## src/rtl/shared_mem_arbiter.sv

```systemverilog
// Round-robin arbiter sharing one management-memory port between NUM_REQ requesters.
// Latency: accept/issue one cycle after the IDLE grant; write response the cycle after; read response one cycle after m_rvalid.
// Backpressure: one transaction in flight; the granted requester's bready/rready stalls the FSM and blocks new grants.
// Optional feature: define ARB_TIMEOUT_EN to end a silent read after TIMEOUT_CYCLES with SLVERR / 0xDEADBEEF.
module shared_mem_arbiter #(
  parameter int NUM_REQ        = 2,
  parameter int AW             = 32,
  parameter int DW             = 32,
  parameter int TIMEOUT_CYCLES = 64
) (
  input  logic                  clk,
  input  logic                  rst,
  input  logic [NUM_REQ-1:0]    s_awvalid,
  input  logic [NUM_REQ*AW-1:0] s_awaddr,
  input  logic [NUM_REQ-1:0]    s_wvalid,
  input  logic [NUM_REQ*DW-1:0] s_wdata,
  output logic [NUM_REQ-1:0]    s_awready,
  output logic [NUM_REQ-1:0]    s_wready,
  output logic [NUM_REQ-1:0]    s_bvalid,
  input  logic [NUM_REQ-1:0]    s_bready,
  output logic [NUM_REQ*2-1:0]  s_bresp,
  input  logic [NUM_REQ-1:0]    s_arvalid,
  input  logic [NUM_REQ*AW-1:0] s_araddr,
  output logic [NUM_REQ-1:0]    s_arready,
  output logic [NUM_REQ-1:0]    s_rvalid,
  input  logic [NUM_REQ-1:0]    s_rready,
  output logic [NUM_REQ*DW-1:0] s_rdata,
  output logic [NUM_REQ*2-1:0]  s_rresp,
  output logic                  m_wvalid,
  output logic [AW-1:0]         m_waddr,
  output logic [DW-1:0]         m_wdata,
  output logic                  m_arvalid,
  output logic [AW-1:0]         m_raddr,
  input  logic                  m_rvalid,
  input  logic [DW-1:0]         m_rdata
);

  localparam int PW = (NUM_REQ > 1) ? $clog2(NUM_REQ) : 1;

  typedef enum logic [2:0] {
    IDLE, WR_ISSUE, WR_RESP, RD_ISSUE, RD_WAIT, RD_RESP
  } state_t;

  state_t                state_q, state_d;
  logic [PW-1:0]         grant_q, grant_d;
  logic [PW-1:0]         rr_ptr_q, rr_ptr_d;
  logic                  m_wvalid_q, m_wvalid_d;
  logic [AW-1:0]         m_waddr_q, m_waddr_d;
  logic [DW-1:0]         m_wdata_q, m_wdata_d;
  logic                  m_arvalid_q, m_arvalid_d;
  logic [AW-1:0]         m_raddr_q, m_raddr_d;
  logic [NUM_REQ-1:0]    wacc_q, wacc_d;
  logic [NUM_REQ-1:0]    s_arready_q, s_arready_d;
  logic [NUM_REQ-1:0]    s_bvalid_q, s_bvalid_d;
  logic [NUM_REQ-1:0]    s_rvalid_q, s_rvalid_d;
  logic [NUM_REQ*DW-1:0] rdata_q, rdata_d;
  logic [NUM_REQ*2-1:0]  rresp_q, rresp_d;

  logic [NUM_REQ-1:0]    wr_pend, rd_pend;
  logic                  arb_found, arb_wr;
  logic [PW-1:0]         arb_idx, cand;

`ifdef ARB_TIMEOUT_EN
  localparam int CW = $clog2(TIMEOUT_CYCLES) + 1;
  logic [CW-1:0] cnt_q, cnt_d;
`else
  logic [31:0] unused_timeout;
  assign unused_timeout = 32'(TIMEOUT_CYCLES);
`endif

  // A write needs both address and data present; half a write is not a request.
  assign wr_pend = s_awvalid & s_wvalid;
  assign rd_pend = s_arvalid;

  // Round-robin search from rr_ptr; within the winner, a write beats a read.
  always_comb begin
    arb_found = 1'b0;
    arb_idx   = '0;
    arb_wr    = 1'b0;
    cand      = '0;
    for (int i = 0; i < NUM_REQ; i++) begin
      cand = PW'((int'(rr_ptr_q) + i) % NUM_REQ);
      if (!arb_found && (wr_pend[cand] || rd_pend[cand])) begin
        arb_found = 1'b1;
        arb_idx   = cand;
        arb_wr    = wr_pend[cand];
      end
    end
  end

  // Next state plus the next value of every registered output.
  always_comb begin
    state_d   = state_q;
    grant_d   = grant_q;
    rr_ptr_d  = rr_ptr_q;
    m_waddr_d = m_waddr_q;
    m_wdata_d = m_wdata_q;
    m_raddr_d = m_raddr_q;
    rdata_d   = rdata_q;
    rresp_d   = rresp_q;
`ifdef ARB_TIMEOUT_EN
    cnt_d     = cnt_q;
`endif
    case (state_q)
      IDLE: begin
        if (arb_found) begin
          grant_d  = arb_idx;
          rr_ptr_d = (int'(arb_idx) == NUM_REQ - 1) ? '0 : arb_idx + PW'(1);
          if (arb_wr) begin
            state_d   = WR_ISSUE;
            m_waddr_d = s_awaddr[arb_idx*AW +: AW];
            m_wdata_d = s_wdata[arb_idx*DW +: DW];
          end else begin
            state_d   = RD_ISSUE;
            m_raddr_d = s_araddr[arb_idx*AW +: AW];
          end
        end
      end
      WR_ISSUE: state_d = WR_RESP;
      WR_RESP:  if (s_bready[grant_q]) state_d = IDLE;
      RD_ISSUE: begin
        state_d = RD_WAIT;
`ifdef ARB_TIMEOUT_EN
        cnt_d   = '0;
`endif
      end
      RD_WAIT: begin
        if (m_rvalid) begin
          state_d                    = RD_RESP;
          rdata_d[grant_q*DW +: DW]  = m_rdata;
          rresp_d[grant_q*2 +: 2]    = 2'b00;
        end
`ifdef ARB_TIMEOUT_EN
        else if (cnt_q == CW'(TIMEOUT_CYCLES - 1)) begin
          state_d                    = RD_RESP;
          rdata_d[grant_q*DW +: DW]  = DW'(32'hDEADBEEF);
          rresp_d[grant_q*2 +: 2]    = 2'b10;
        end else begin
          cnt_d = cnt_q + CW'(1);
        end
`endif
      end
      RD_RESP:  if (s_rready[grant_q]) state_d = IDLE;
      default:  state_d = IDLE;
    endcase

    m_wvalid_d  = (state_d == WR_ISSUE);
    m_arvalid_d = (state_d == RD_ISSUE);
    wacc_d      = '0;
    s_arready_d = '0;
    s_bvalid_d  = '0;
    s_rvalid_d  = '0;
    wacc_d[grant_d]      = (state_d == WR_ISSUE);
    s_arready_d[grant_d] = (state_d == RD_ISSUE);
    s_bvalid_d[grant_d]  = (state_d == WR_RESP);
    s_rvalid_d[grant_d]  = (state_d == RD_RESP);
  end

  // State and output registers; reset abandons any transaction in flight.
  always_ff @(posedge clk) begin
    if (rst) begin
      state_q     <= IDLE;
      grant_q     <= '0;
      rr_ptr_q    <= '0;
      m_wvalid_q  <= 1'b0;
      m_waddr_q   <= '0;
      m_wdata_q   <= '0;
      m_arvalid_q <= 1'b0;
      m_raddr_q   <= '0;
      wacc_q      <= '0;
      s_arready_q <= '0;
      s_bvalid_q  <= '0;
      s_rvalid_q  <= '0;
      rdata_q     <= '0;
      rresp_q     <= '0;
`ifdef ARB_TIMEOUT_EN
      cnt_q       <= '0;
`endif
    end else begin
      state_q     <= state_d;
      grant_q     <= grant_d;
      rr_ptr_q    <= rr_ptr_d;
      m_wvalid_q  <= m_wvalid_d;
      m_waddr_q   <= m_waddr_d;
      m_wdata_q   <= m_wdata_d;
      m_arvalid_q <= m_arvalid_d;
      m_raddr_q   <= m_raddr_d;
      wacc_q      <= wacc_d;
      s_arready_q <= s_arready_d;
      s_bvalid_q  <= s_bvalid_d;
      s_rvalid_q  <= s_rvalid_d;
      rdata_q     <= rdata_d;
      rresp_q     <= rresp_d;
`ifdef ARB_TIMEOUT_EN
      cnt_q       <= cnt_d;
`endif
    end
  end

  assign m_wvalid  = m_wvalid_q;
  assign m_waddr   = m_waddr_q;
  assign m_wdata   = m_wdata_q;
  assign m_arvalid = m_arvalid_q;
  assign m_raddr   = m_raddr_q;
  assign s_awready = wacc_q;
  assign s_wready  = wacc_q;
  assign s_arready = s_arready_q;
  assign s_bvalid  = s_bvalid_q;
  assign s_bresp   = '0;
  assign s_rvalid  = s_rvalid_q;
  assign s_rdata   = rdata_q;
  assign s_rresp   = rresp_q;

endmodule

```

## config.mk

```make
export PLATFORM = sky130hd
export DESIGN_NAME = shared_mem_arbiter
export DESIGN_NICKNAME = d
export VERILOG_FILES = /design/src/rtl/shared_mem_arbiter.sv
export SDC_FILE = /design/constraint.sdc
export NUM_CORES = 1
export LEC_CHECK = 0
export CAP_MARGIN = 20
export CORE_AREA = 4 4 159 161
export CTS_CLUSTER_SIZE = 28
export DETAILED_ROUTE_END_ITERATION = 8
export DIE_AREA = 0 0 163 165
export PLACE_DENSITY = 0.74
export SKIP_CTS_REPAIR_TIMING = 1
export SLEW_MARGIN = 15
export SYNTH_ARGS = -nofsm -noshare
export SYNTH_HDL_FRONTEND = slang
export SYNTH_SLANG_ARGS = --single-unit
```

## constraint.sdc

```tcl
create_clock -name clk -period 2.86 [get_ports clk]
set_input_delay 0.572 -clock clk [delete_from_list [all_inputs] [get_ports clk]]
set_output_delay 0.572 -clock clk [all_outputs]
set_load 0.01 [all_outputs]
```

==> qor_table.md <==
| Item | This run | Unit |
| --- | --- | --- |
| Outcome | complete, no violations | - |
| Most frequently placed logic cell in the final layout | clkdlybuf4s50_1 | - |
| Largest stage delay, worst path | 0.56 | ns |
| Multi-input logic portion of the cell area | 34.81 | % |
| Top cell family by delay on the critical path | buffers and inverters | - |
| Total DRC errors in the routed layout | 0 | - |
| Clk pwr share | 29.6 | % |
| Power dissipated in sequential cells | 0.00288 | W |
| Post-synth EDFFs | 0 | - |
| Non-CTS buffers | 438 | - |
| Clock-pin slew reported for the worst setup and hold paths after clock tree synthesis | 0.07 | ns |
| Source of the critical timing path | s_arvalid[0] | - |
| Register area | 0.003507 | mm2 |
| Count of distinct cell types in the synthesized netlist | 40 | - |
| Syn Inst Count | 1046 | - |
| Ranking of synthesized cells by instance count | dfxtp_1 (175), a21oi_1 (163), nand2_1 (134), clkbuf_1 (72), nor2b_1 (69) | - |
| GRT Resource Usage Total | 23.61 | % |
| Worst R2R Start | rr_ptr_q | - |
| Ratio of total power to cell area | 580.6 | mW/mm2 |
| Cell-by-cell trace of the critical path | clkdlybuf4s50_1, nand2b_1, a21oi_4, buf_4, a21oi_1, a211oi_1 | - |
| Cell area after synthesis | 0.008862 | mm2 |
| Highest metal layer with signal wires | met4 | - |
| Number of I/O pins | 417 | - |
| Routed length on met1 | 13.42 | mm |
| Tap cells | 324 | - |
| Dominant cells by area after synthesis | dfxtp_1 (40%), a21oi_1 (9.2%), a221o_1 (7.1%) | - |
| Routability-driven placement congestion ratio | 0.7956 | - |
| Setup violators final | 0 | - |
| Hold Crit Class | flip-flop to flip-flop | - |
| Crit path max fanout | 16 | - |
| Final Total Pwr | 0.008024 | W |
| Fin crit period | 2.148 | ns |
| Count of inserted antenna diode cells | 2 | - |
| Core footprint | 0.02396 | mm2 |
| Most used flip-flop cell | dfxtp_1 | - |
| Unrepaired setup endpoints after global routing | no | - |
| Mux cell area share | 3.953 | % |
| Clock buf/inv share | 4.427 | % |
| Summed area of non-filler cells in the final layout | 0.01382 | mm2 |
| Minimum setup slack in the final design | 0.7116 | ns |
| Flop-to-flop setup slack | 0.95 | ns |
| Total buffers and inverters traversed by the critical path | 2 | - |
### Met1 routing

Supply wires on this layer in grey.
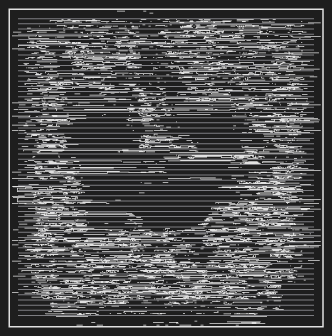
nets with wire on the layer: 1422
share of all routed wire: 40%
detailed-route wire length: 33.81 mm
routed via count: 9628
global routing met1 resource utilization: 29.79%

### Met2 routing

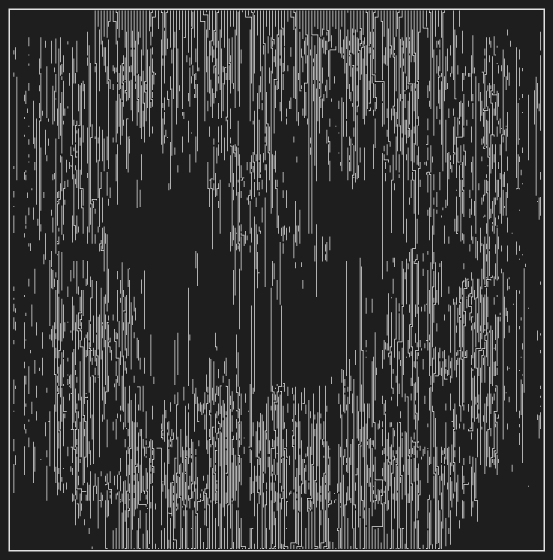
wire length on this layer: 16900 um
share of all routed wire: 50%
nets with wire on the layer: 1341
met2 track utilization from global routing: 39.53%

### Met3 routing

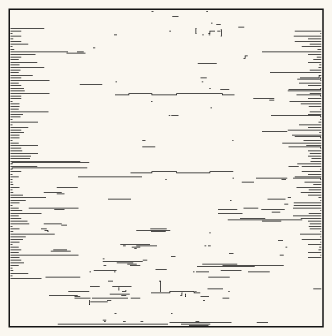
share of all routed wire: 7.6%
wire length on this layer: 2580 um
main direction: horizontal
GR Util met3: 5.940%

### Met4 routing

Bar = 50 um. Supply wires on this layer in grey.
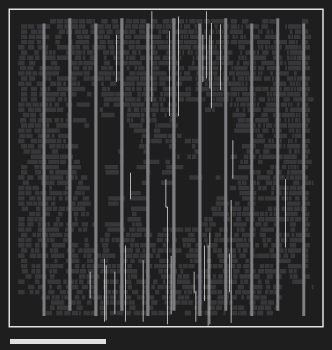
longest straight run: 63.9 um
main direction: vertical
wire length on this layer: 903 um
nets with wire on the layer: 26
share of all routed wire: 2.7%

Power and IR drop assume default switching activity.
